==> run_1/placement.png <==
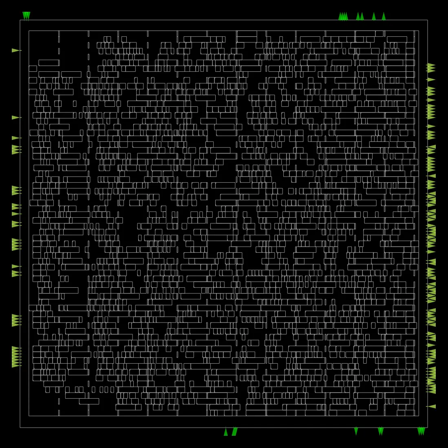
==> run_1/metal_density.png <==
Drawn at 1.5 px/um. 38 x 38 tiles, from dark purple (low) to yellow (high), scaled to the fullest tile. Values are wire area over tile area, all layers added.
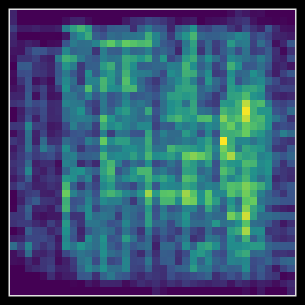
==> run_1/wires.png <==
Drawn at 2 px/um. Two of the layers only.
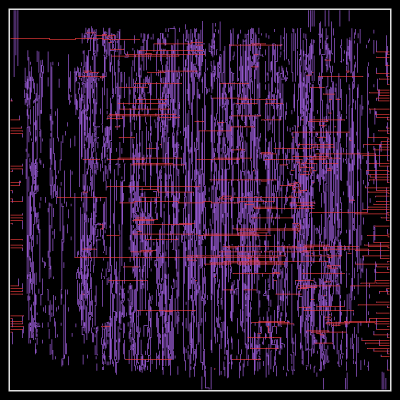
==> run_1/logic_types.png <==
Drawn at 2 px/um.
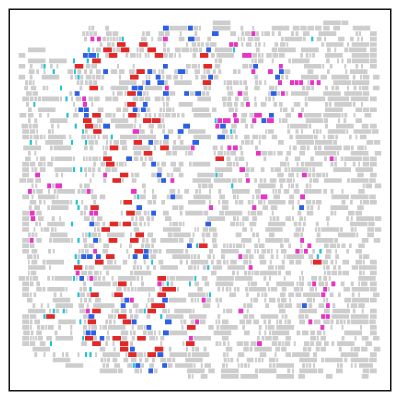
## src/rtl/muldiv_unit.sv

```systemverilog
// Iterative multiply/divide unit that owns HI/LO for MULT(U), DIV(U), MTHI and MTLO.
// Optional MULDIV_FAST_MUL_EN: MULT/MULTU finish in one cycle on a single-cycle multiplier.
module muldiv_unit #(
   parameter int unsigned WIDTH = 32,
   parameter int unsigned CNT_W = 5
) (
   input  logic             clk,
   input  logic             reset_n,
   input  logic             start,
   input  logic [2:0]       op,
   input  logic [WIDTH-1:0] srcA,
   input  logic [WIDTH-1:0] srcB,
   input  logic             abort,
   output logic [WIDTH-1:0] hi,
   output logic [WIDTH-1:0] lo,
   output logic             busy,
   output logic             done
);

   localparam int unsigned PW = 2 * WIDTH;

   localparam logic [2:0] OP_MULT  = 3'd0;
   localparam logic [2:0] OP_MULTU = 3'd1;
   localparam logic [2:0] OP_DIV   = 3'd2;
   localparam logic [2:0] OP_DIVU  = 3'd3;
   localparam logic [2:0] OP_MTHI  = 3'd4;
   localparam logic [2:0] OP_MTLO  = 3'd5;

   typedef enum logic [1:0] {
      S_IDLE = 2'd0,
      S_ITER = 2'd1,
      S_FIX  = 2'd2
   } state_t;

   state_t           r_state;
   logic [CNT_W-1:0] r_cnt;
   logic [WIDTH-1:0] r_wa;     // product high half / partial remainder
   logic [WIDTH-1:0] r_wb;     // product low half + multiplier / dividend + quotient
   logic [WIDTH-1:0] r_b;      // multiplicand / divisor magnitude
   logic             r_is_div;
   logic             r_neg_q;
   logic             r_neg_r;
   logic             r_dz;

   // Operand magnitudes and result signs for the op being issued
   logic             w_signed_op;
   logic             w_a_neg;
   logic             w_b_neg;
   logic [WIDTH-1:0] w_abs_a;
   logic [WIDTH-1:0] w_abs_b;
   logic             w_req;
   logic             w_issue;

   assign w_signed_op = (op == OP_MULT) || (op == OP_DIV);
   assign w_a_neg     = w_signed_op & srcA[WIDTH-1];
   assign w_b_neg     = w_signed_op & srcB[WIDTH-1];
   assign w_abs_a     = w_a_neg ? (~srcA + WIDTH'(1)) : srcA;
   assign w_abs_b     = w_b_neg ? (~srcB + WIDTH'(1)) : srcB;
   assign w_req       = start && !abort && (r_state == S_IDLE);

`ifdef MULDIV_FAST_MUL_EN
   logic          w_fast;
   logic [PW-1:0] w_ax;
   logic [PW-1:0] w_bx;
   logic [PW-1:0] w_fast_prod;

   assign w_fast      = w_req && ((op == OP_MULT) || (op == OP_MULTU));
   assign w_ax        = (op == OP_MULT) ? {{WIDTH{srcA[WIDTH-1]}}, srcA} : {WIDTH'(0), srcA};
   assign w_bx        = (op == OP_MULT) ? {{WIDTH{srcB[WIDTH-1]}}, srcB} : {WIDTH'(0), srcB};
   assign w_fast_prod = PW'(w_ax * w_bx);
   assign w_issue     = w_req && ((op == OP_DIV) || (op == OP_DIVU));
`else
   assign w_issue     = w_req && (op[2] == 1'b0);
`endif

   // One shift-add multiply step
   logic [WIDTH:0]   w_madd;
   logic [PW-1:0]    w_mul_next;
   assign w_madd     = {1'b0, r_wa} + (r_wb[0] ? {1'b0, r_b} : {1'b0, WIDTH'(0)});
   assign w_mul_next = {w_madd, r_wb[WIDTH-1:1]};

   // One restoring divide step; bit WIDTH of the trial is its sign
   logic [WIDTH:0]   w_shift;
   logic [WIDTH:0]   w_trial;
   logic             w_q_bit;
   logic [WIDTH-1:0] w_rem_next;
   assign w_shift    = {r_wa, r_wb[WIDTH-1]};
   assign w_trial    = w_shift - {1'b0, r_b};
   assign w_q_bit    = ~w_trial[WIDTH];
   assign w_rem_next = w_q_bit ? w_trial[WIDTH-1:0] : w_shift[WIDTH-1:0];

   // Sign fix-up applied while in FIX
   logic [PW-1:0]    w_prod;
   logic [PW-1:0]    w_prod_fix;
   logic [WIDTH-1:0] w_quo_fix;
   logic [WIDTH-1:0] w_rem_fix;
   assign w_prod     = {r_wa, r_wb};
   assign w_prod_fix = r_neg_q ? (~w_prod + PW'(1)) : w_prod;
   assign w_quo_fix  = r_dz ? {WIDTH{1'b1}} : (r_neg_q ? (~r_wb + WIDTH'(1)) : r_wb);
   assign w_rem_fix  = r_neg_r ? (~r_wa + WIDTH'(1)) : r_wa;

   always_ff @(posedge clk or negedge reset_n) begin
      if (!reset_n) begin
         r_state  <= S_IDLE;
         r_cnt    <= '0;
         r_wa     <= '0;
         r_wb     <= '0;
         r_b      <= '0;
         r_is_div <= 1'b0;
         r_neg_q  <= 1'b0;
         r_neg_r  <= 1'b0;
         r_dz     <= 1'b0;
         hi       <= '0;
         lo       <= '0;
         busy     <= 1'b0;
         done     <= 1'b0;
      end else begin
         done <= 1'b0;
         case (r_state)
            S_IDLE: begin
               if (w_issue) begin
                  r_state  <= S_ITER;
                  busy     <= 1'b1;
                  r_cnt    <= '0;
                  r_wa     <= '0;
                  r_wb     <= w_abs_a;
                  r_b      <= w_abs_b;
                  r_is_div <= op[1];
                  r_neg_q  <= w_a_neg ^ w_b_neg;
                  r_neg_r  <= w_a_neg;
                  r_dz     <= op[1] && (srcB == '0);
               end else if (w_req && (op == OP_MTHI)) begin
                  hi <= srcA;
               end else if (w_req && (op == OP_MTLO)) begin
                  lo <= srcA;
               end
`ifdef MULDIV_FAST_MUL_EN
               if (w_fast) begin
                  hi   <= w_fast_prod[PW-1:WIDTH];
                  lo   <= w_fast_prod[WIDTH-1:0];
                  done <= 1'b1;
               end
`endif
            end
            S_ITER: begin
               if (abort) begin
                  r_state <= S_IDLE;
                  busy    <= 1'b0;
               end else begin
                  if (r_is_div) begin
                     r_wa <= w_rem_next;
                     r_wb <= {r_wb[WIDTH-2:0], w_q_bit};
                  end else begin
                     r_wa <= w_mul_next[PW-1:WIDTH];
                     r_wb <= w_mul_next[WIDTH-1:0];
                  end
                  r_cnt <= r_cnt + CNT_W'(1);
                  if (r_cnt == CNT_W'(WIDTH - 1)) begin
                     r_state <= S_FIX;
                  end
               end
            end
            S_FIX: begin
               r_state <= S_IDLE;
               busy    <= 1'b0;
               if (!abort) begin
                  if (r_is_div) begin
                     hi <= w_rem_fix;
                     lo <= w_quo_fix;
                  end else begin
                     hi <= w_prod_fix[PW-1:WIDTH];
                     lo <= w_prod_fix[WIDTH-1:0];
                  end
                  done <= 1'b1;
               end
            end
            default: begin
               r_state <= S_IDLE;
               busy    <= 1'b0;
            end
         endcase
      end
   end

endmodule

```

## config.mk

```make
export PLATFORM = sky130hd
export DESIGN_NAME = muldiv_unit
export DESIGN_NICKNAME = d
export VERILOG_FILES = /design/src/rtl/muldiv_unit.sv
export SDC_FILE = /design/constraint.sdc
export NUM_CORES = 1
export LEC_CHECK = 0
export CELL_PAD_IN_SITES_DETAIL_PLACEMENT = 0
export CELL_PAD_IN_SITES_GLOBAL_PLACEMENT = 1
export CORE_MARGIN = 4
export CORE_UTILIZATION = 44
export CTS_BUF_LIST = sky130_fd_sc_hd__clkbuf_16
export DETAILED_ROUTE_END_ITERATION = 12
export PLACE_DENSITY_LB_ADDON = 0.1
export SLEW_MARGIN = 25
export SYNTH_ARGS = -nofsm -noshare
export SYNTH_HDL_FRONTEND = slang
export SYNTH_SLANG_ARGS = --single-unit
```

## constraint.sdc

```tcl
create_clock -name clk -period 5.3 [get_ports clk]
set_clock_uncertainty 0.15 [all_clocks]
set_input_delay 1.325 -clock clk [delete_from_list [all_inputs] [get_ports clk]]
set_output_delay 1.325 -clock clk [all_outputs]
set_load 0.005 [all_outputs]
```

==> job_summary.md, run 1 <==
### Yosys + OpenROAD results

| Metric | Value |
|---|---|
| P_seq | 2.04 mW |
| IO Pins | 137 |
| Inverters | 58 |
| Post-Syn Area | 14600 um2 |
| Cts bufs inserted | 17 |
| GRT overflow | 0 |
| Root Buffer | clkbuf_16 |
| Main area contributors | dfrtp_1 30%, o21ai_0 7.5%, xnor2_1 6.6% |
| Wl on met1 | 23300 um |
| Clk sinks | around 170 |
| Internal Pwr Total | between 3 and 4 mW |
| Share of the synthesized area in the top cell type | 0.297 |
| Run status | finished, final reports clean |
| Comb gate area | 9620 um2 |
| Synth flops | 173 |
| Syn_area_per_cell | 7.77 um2 |
| Nets | 2096 |
| Hold Path Class | reg2reg |
| Clock-net power | 1.35 mW |
| Final Hold Violating Endpoints | 0 |
| Resized cells post-CTS | 0 |
| Global-route wire length before repair | between 80000 and 90000 um |
| Syn. warnings | 0 |
| Seq share, synth | 0.297 |
| Worst VDD drop | 0.259 mV |
| Crit path max-delay cell type | dfrtp_1 |
| DP Worst Slack | approximately 0.68 ns |
| Critical path launch point type | register |
| Mi-comb count | approximately 1.5k |
| Iteration-0 DRC Markers | 1180 |
| Max Cap Violations | 0 |
| Fp util | 0.447 |
-- placement.png (at the start) --
number of fill cells: 3221
CORE AREA: 32600 um2
Tapcell Cnt: 442

-- metal_density.png (at the start) --
nearly empty tiles: 7.8%
tiles over half the peak: 18%
emptiest ninth of the die: lower left
fullest tile: 0.75
mean over tiles: 0.23
total track usage: 0.284
Vias: 14.1k

-- wires.png (at the start) --
[red] metal 3 | wire length: 3480 um
[purple] metal 2 | wire length: 23.5 mm
WL per Instance: 21.6 um
final wirelength: 52000 um

-- logic_types.png (at the start) --
[magenta] and/or cells | cells: 83 | where: spread over the die
[cyan] inv cells | cells: 58
[blue] non-inverting ao/oa cells | cells: 78
[red] fa/ha/maj cells | cells: 72
most frequent logic cell in the layout: nand2_1
final std cells w/o fill: 2408
fraction of area in multi-input gates: 0.567

## run 1: cell families (layout without fill, tap and decap cells)
group / Yosys count / after routing
simple gates: 638 / 638
xor+xnor: 172 / 172
compound gates: 605 / 605
fa+ha+maj: 72 / 72
buf+inv: 171 / 261
flops: 173 / 173
mux: 45 / 45
## run 1: cells in the final DEF, fill, tap and decap left out, drive strengths merged, types with 15 or more instances in the layout
cell / n
nand2: 255
o21ai: 221
dfrtp: 173
nor2: 149
clkdlybuf4s50: 135
a21oi: 129
xnor2: 110
ha: 70
xor2: 62
inv: 62
mux2i: 42
a21o: 40
nor3: 38
o22ai: 36
buf: 36
o31ai: 30
nand2b: 28
nand3: 24
or3: 19
and3: 17
clkbuf: 17
a22oi: 16
a31oi: 16
nor2b: 16
a211oi: 16
and2: 16
or4: 16
nand4: 15
## run 1: how the worst max path moves through the flow
| stage | from | end | slack [ns] | depth (start not counted) |
|---|---|---|---|---|
| floorplan | r_wb[31]$_DFFE_PN0P_ | r_wa[28]$_DFFE_PN0P_ | 1.57 | 13 |
| global placement | srcA[2] | r_wb[28]$_DFFE_PN0P_ | 0.66 | 10 |
| detailed placement | srcA[2] | r_wb[28]$_DFFE_PN0P_ | 0.68 | 10 |
| CTS | r_wb[0]$_DFFE_PN0P_ | r_wa[31]$_DFFE_PN0P_ | 1.14 | 12 |
| global route | srcA[2] | r_wb[28]$_DFFE_PN0P_ | 0.81 | 10 |
| finish | r_wa[16]$_DFFE_PN0P_ | r_wa[29]$_DFFE_PN0P_ | 1.05 | 10 |
## run 1: worst max-delay path: cells and delay by family, from the launching register on
kind | cells | cell delay (ns)
AOI/OAI and AO/OA | 8 | 2.83
DFF | 1 | 0.52
adders and majority gates | 1 | 0.40
and+or+nand+nor | 1 | 0.20
==> run_1/detail.png <==
Window x 80 to 110, y 80 to 110 um. Cells in gray, sequential cells in the stronger gray; small squares are vias.
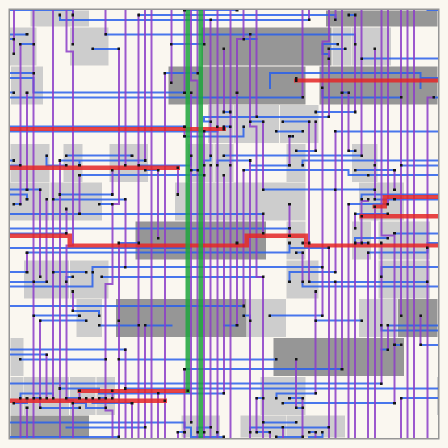

## Run 2: what changed since run 1
==> constraint.sdc (replaced) <==
create_clock -name clk -period 4.1 [get_ports clk]
set_clock_uncertainty 0.15 [all_clocks]
set_input_delay 1.025 -clock clk [delete_from_list [all_inputs] [get_ports clk]]
set_output_delay 1.025 -clock clk [all_outputs]
set_load 0.005 [all_outputs]
==> run_2/detail.png <==
Window x 80 to 110, y 80 to 110 um. Cells in gray, sequential cells in the stronger gray; small squares are vias.
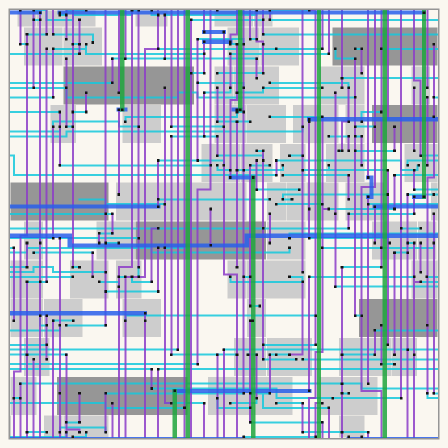
[cyan] metal 1
[blue] metal 3
[purple] metal 2
[green] metal 4
sequential cells in the window: 7
cells with their middle in the window: 58
most frequent: buf_4 (10), dfrtp_1 (7), nor2_1 (5)
netlist names of flops here include: r_wa (4)

==> job_summary.md, run 2 <==
### Yosys + OpenROAD results

| Metric | Value |
|---|---|
| Seq share, synth | 0.297 |
| Clk pwr share | 0.167 |
| DP Worst Slack | 0.260 ns |
| WL per Instance | 21.9 um |
| Setup_tns | 0 ns |
| Number of fill cells | 3247 |
| Critical path launch point type | register |
| Fp util | 0.447 |
| P_seq | between 2 and 3 mW |
| Simple-gate share of the synthesized area | 0.206 |
| Final wirelength | about 54000 um |
| Root Buffer | clkbuf_16 |
| Bufs and invs on worst path | 5 |
| Share of the synthesized area in the top cell type | 0.297 |
| Synth flops | 173 |
| Hold Path Class | reg2reg |
| Cts bufs inserted | 17 |
| Ant diodes | 0 |
| Iteration-0 DRC Markers | around 1.1k |
| Internal Pwr Total | 5.12 mW |
| Global-route wire length before repair | 83000 um |
| Crit path max-delay cell type | dfrtp_1 |
| Synth Instances | ~1.9k |
| Clk sinks | ~170 |
| Syn_area_per_cell | 7.77 um2 |
| Flop-to-flop setup slack | about 0.23 ns |
| Most frequent logic cell in the layout | nand2_1 |
| Most frequent logic cells in the routed design | 255 x nand2_1, 219 x o21ai_0, 172 x dfrtp_1 |
| Vias | 14.7k |
| Nets | 2157 |
| Post-DRT Antenna Nets | 0 |
| CORE AREA | 32600 um2 |
| Final std cells w/o fill | 2469 |
| Die ar. | around 36000 um2 |
| Run status | finished, final reports clean |
| Post-Syn Area | 14600 um2 |
| Max Cap Violations | 0 |
| IO Pins | 137 |
| Total track usage | 0.295 |
| GRT overflow | 0 |
| CP top delay family | AND-OR/OR-AND gates |
| Main area contributors | dfrtp_1 30%, o21ai_0 7.5%, xnor2_1 6.6% |
| Final Hold Violating Endpoints | 0 |
| PortBufs | about 140 |
| Syn. warnings | 0 |
==> run_2/placement.png <==
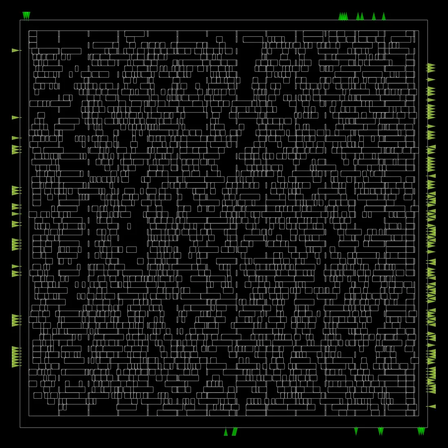
fraction of area in registers: 0.248
flop count: 173

-- run 2: area by class of cell --
type | count | area [um2] | share of cell area
clock inverter | 15 | 115 | 0.00660
timing repair buffer | 232 | 2170 | 0.125
inverter | 58 | 218 | 0.0125
clock buffer | 17 | 425 | 0.0244
sequential | 173 | 4330 | 0.248
tap | 442 | 553 | 0.0317
multi-input combinational | 1532 | 9620 | 0.552
-- run 2: timing repair --
| item | 4_1_cts | 5_1_grt |
|---|---|---|
| hold buffers | 0 | 0 |
| resized | 0 | 1 |
| setup endpoints to repair | 0 | 1 |
-- run 2: routing by layer --
metal	track usage	wire, um	share of wire	vias to the layer above
li1	-	-	-	7018
met1	0.397	23600	0.44	6965
met2	0.480	24400	0.45	625
met3	0.0371	3760	0.069	107
met4	0.126	2340	0.043	2
met5	0	7	0.00013	-
-- run 2: worst max-delay path by stage --
stage                               from                    to  slack (ns)  depth (start not counted)
floorplan           r_wb[31]$_DFFE_PN0P_  r_wa[28]$_DFFE_PN0P_        0.37                         13
global placement                 srcA[5]  r_wb[28]$_DFFE_PN0P_        0.18                         11
detailed placement               srcA[5]  r_wb[28]$_DFFE_PN0P_        0.26                         11
CTS                  r_wa[0]$_DFFE_PN0P_   r_wa[8]$_DFFE_PN0P_        0.30                         15
global route         r_wb[0]$_DFFE_PN0P_  r_wa[31]$_DFFE_PN0P_        0.03                         12
finish               r_wa[0]$_DFFE_PN0P_   r_wa[8]$_DFFE_PN0P_        0.23                         15
-- run 2: metrics by stage --
| stage | instance area, um2 | utilization |
|---|---|---|
| finish | 17400 | 0.534 |
| global route | 17400 | 0.534 |
| CTS | 17400 | 0.534 |
| detailed placement | 16900 | 0.518 |
| global placement | 16900 | 0.518 |
| floorplan | 14600 | - |
==> run_2/logic_types.png <==
Drawn at 2 px/um.
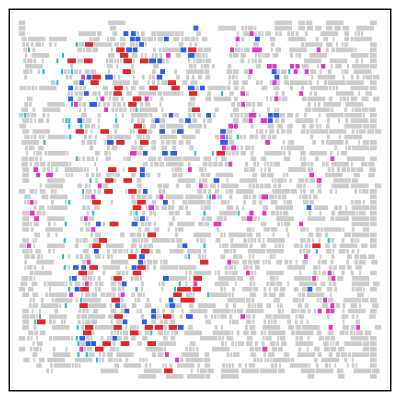

## Run 3: what changed since run 2
--- a/config.mk
+++ b/config.mk
@@ -5,10 +5,10 @@
 export SDC_FILE = /design/constraint.sdc
 export NUM_CORES = 1
 export LEC_CHECK = 0
-export CELL_PAD_IN_SITES_DETAIL_PLACEMENT = 0
+export CELL_PAD_IN_SITES_DETAIL_PLACEMENT = 1
 export CELL_PAD_IN_SITES_GLOBAL_PLACEMENT = 1
 export CORE_MARGIN = 4
-export CORE_UTILIZATION = 44
+export CORE_UTILIZATION = 40
 export CTS_BUF_LIST = sky130_fd_sc_hd__clkbuf_16
 export DETAILED_ROUTE_END_ITERATION = 12
 export PLACE_DENSITY_LB_ADDON = 0.1
==> constraint.sdc (replaced) <==
create_clock -name clk -period 3.22 [get_ports clk]
set_clock_uncertainty 0.15 [all_clocks]
set_input_delay 0.805 -clock clk [delete_from_list [all_inputs] [get_ports clk]]
set_output_delay 0.805 -clock clk [all_outputs]
set_load 0.02 [all_outputs]
==> run_3/logic_types.png <==
Drawn at 2 px/um.
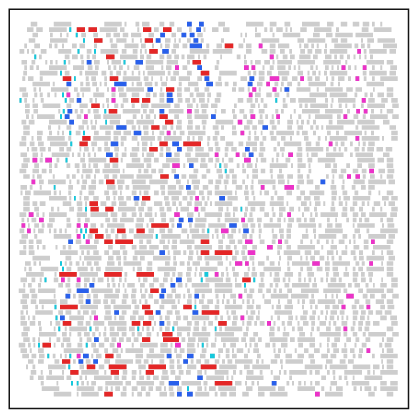
[red] fa/ha/maj cells | cells: 72
[blue] non-inverting ao/oa cells | cells: 78
[cyan] inv cells | cells: 58
[magenta] and/or cells | cells: 83
most frequent logic cell in the layout: buf_4
final std cells w/o fill: 2816
fraction of area in multi-input gates: 0.504

==> run_3/wires.png <==
Drawn at 2 px/um. Two of the layers only.
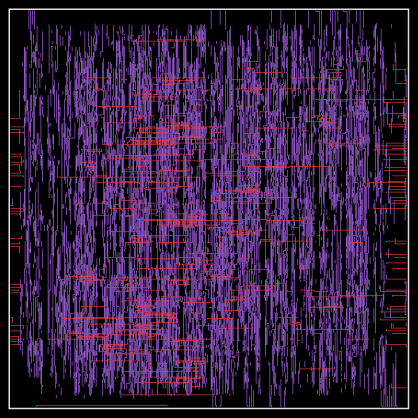
[purple] metal 2 | wire length: 35.1 mm
[red] metal 3 | wire length: 4440 um
final wirelength: 73000 um
WL per Instance: 25.9 um
Vias: 17.3k

==> job_summary.md, run 3 <==
### Yosys + OpenROAD results

| Metric | Value |
|---|---|
| CP endpoint | r_wa[28]$_DFFE_PN0P_ |
| Crit path max-delay cell type | o211ai_1 |
| Die ar. | 39500 um2 |
| Seq share, synth | 0.297 |
| IO Pins | between 100 and 150 |
| Clk sinks | 173 |
| Most frequent logic cells in the routed design | 380 x buf_4, 246 x nand2_1, 188 x o21ai_0 |
| CP top delay family | AND-OR/OR-AND gates |
| Synth flops | 173 |
| Final Util | 0.598 |
| Main area contributors | dfrtp_1 30%, o21ai_0 7.5%, xnor2_1 6.6% |
| Flop-to-flop setup slack | -0.60 ns |
| Root Buffer | clkbuf_16 |
| Bufs and invs on worst path | 3 |
| Final setup margin | -0.598 ns |
| PortBufs | about 140 |
| Post-DP Area | 19100 um2 |
| Clk pwr share | 0.135 |
| Critical path launch point type | register |
| Run status | finished, violations left |
| Number of fill cells | 4223 |
| Beginning of the critical path | r_wb[0]$_DFFE_PN0P_ |
| Final Hold Violating Endpoints | 0 |
| Cts bufs inserted | 17 |
| CORE AREA | 35700 um2 |
| Failing checks | negative setup slack |
| Max Cap Violations | 0 |
| GR peak layer | met2 |
| Ant diodes | 0 |
| Post-Syn Area | roughly 15000 um2 |
| Syn. warnings | 0 |
| Top Metal Used | met4 |
| GRT overflow | 0 |
| # setup viols final | 36 |
==> run 3: cell counts after synthesis <==
No cell type changed its count.
==> run 3: final cells by class <==
| type | count | area [um2] | area share |
|---|---|---|---|
| multi-input combinational | 1532 | 10800 | 0.504 |
| timing repair buffer | 561 | 4910 | 0.230 |
| sequential | 173 | 4330 | 0.203 |
| tap | 461 | 577 | 0.0270 |
| clock buffer | 17 | 425 | 0.0199 |
| inverter | 58 | 224 | 0.0105 |
| clock inverter | 14 | 144 | 0.00673 |
==> run 3: timing repair <==
item	in CTS	in global routing
setup endpoints to repair	40	53
gates resized	135	143
hold endpoints to repair	0	0
setup buffers	34	28
pin swaps	50	85
cloned	3	0
==> run 3: power groups by stage <==
stage / combinational (mW) / clock [mW] / sequential, mW
2_1_floorplan: 4.39 / 0 / 3.30
3_3_place_gp: 8.23 / 0 / 3.05
3_5_place_dp: 8.42 / 0 / 3.08
4_1_cts: 9.53 / 2.19 / 3.04
5_1_grt: 11.5 / 2.29 / 3.12
6_report: 11.0 / 2.19 / 3.09
==> run 3: kinds of logic after synthesis <==
| group | count (synthesis) | synth area share |
|---|---|---|
| adder cells (fa/ha/maj) | 72 | 0.0629 |
| AND/OR/NAND/NOR | 638 | 0.206 |
| buffers and inverters | 171 | 0.0448 |
| multiplexers | 45 | 0.0312 |
| flip-flops | 173 | 0.297 |
| AND-OR/OR-AND | 605 | 0.254 |
| XOR/XNOR | 172 | 0.103 |
==> run 3: worst register-to-register path, cell delays in order (launching register included) <==
cell and delay, ns:
dfrtp_1 0.45, inv_2 0.12, buf_12 0.15, buf_12 0.15, nor2_2 0.06, ha_1 0.37
o21a_1 0.18, o21ai_2 0.09, o211ai_1 0.46, nand2_2 0.18, o31ai_4 0.44, a211oi_2 0.17
nor3_1 0.26, o211ai_1 0.18, a211o_1 0.30
Power and IR drop assume default switching activity.
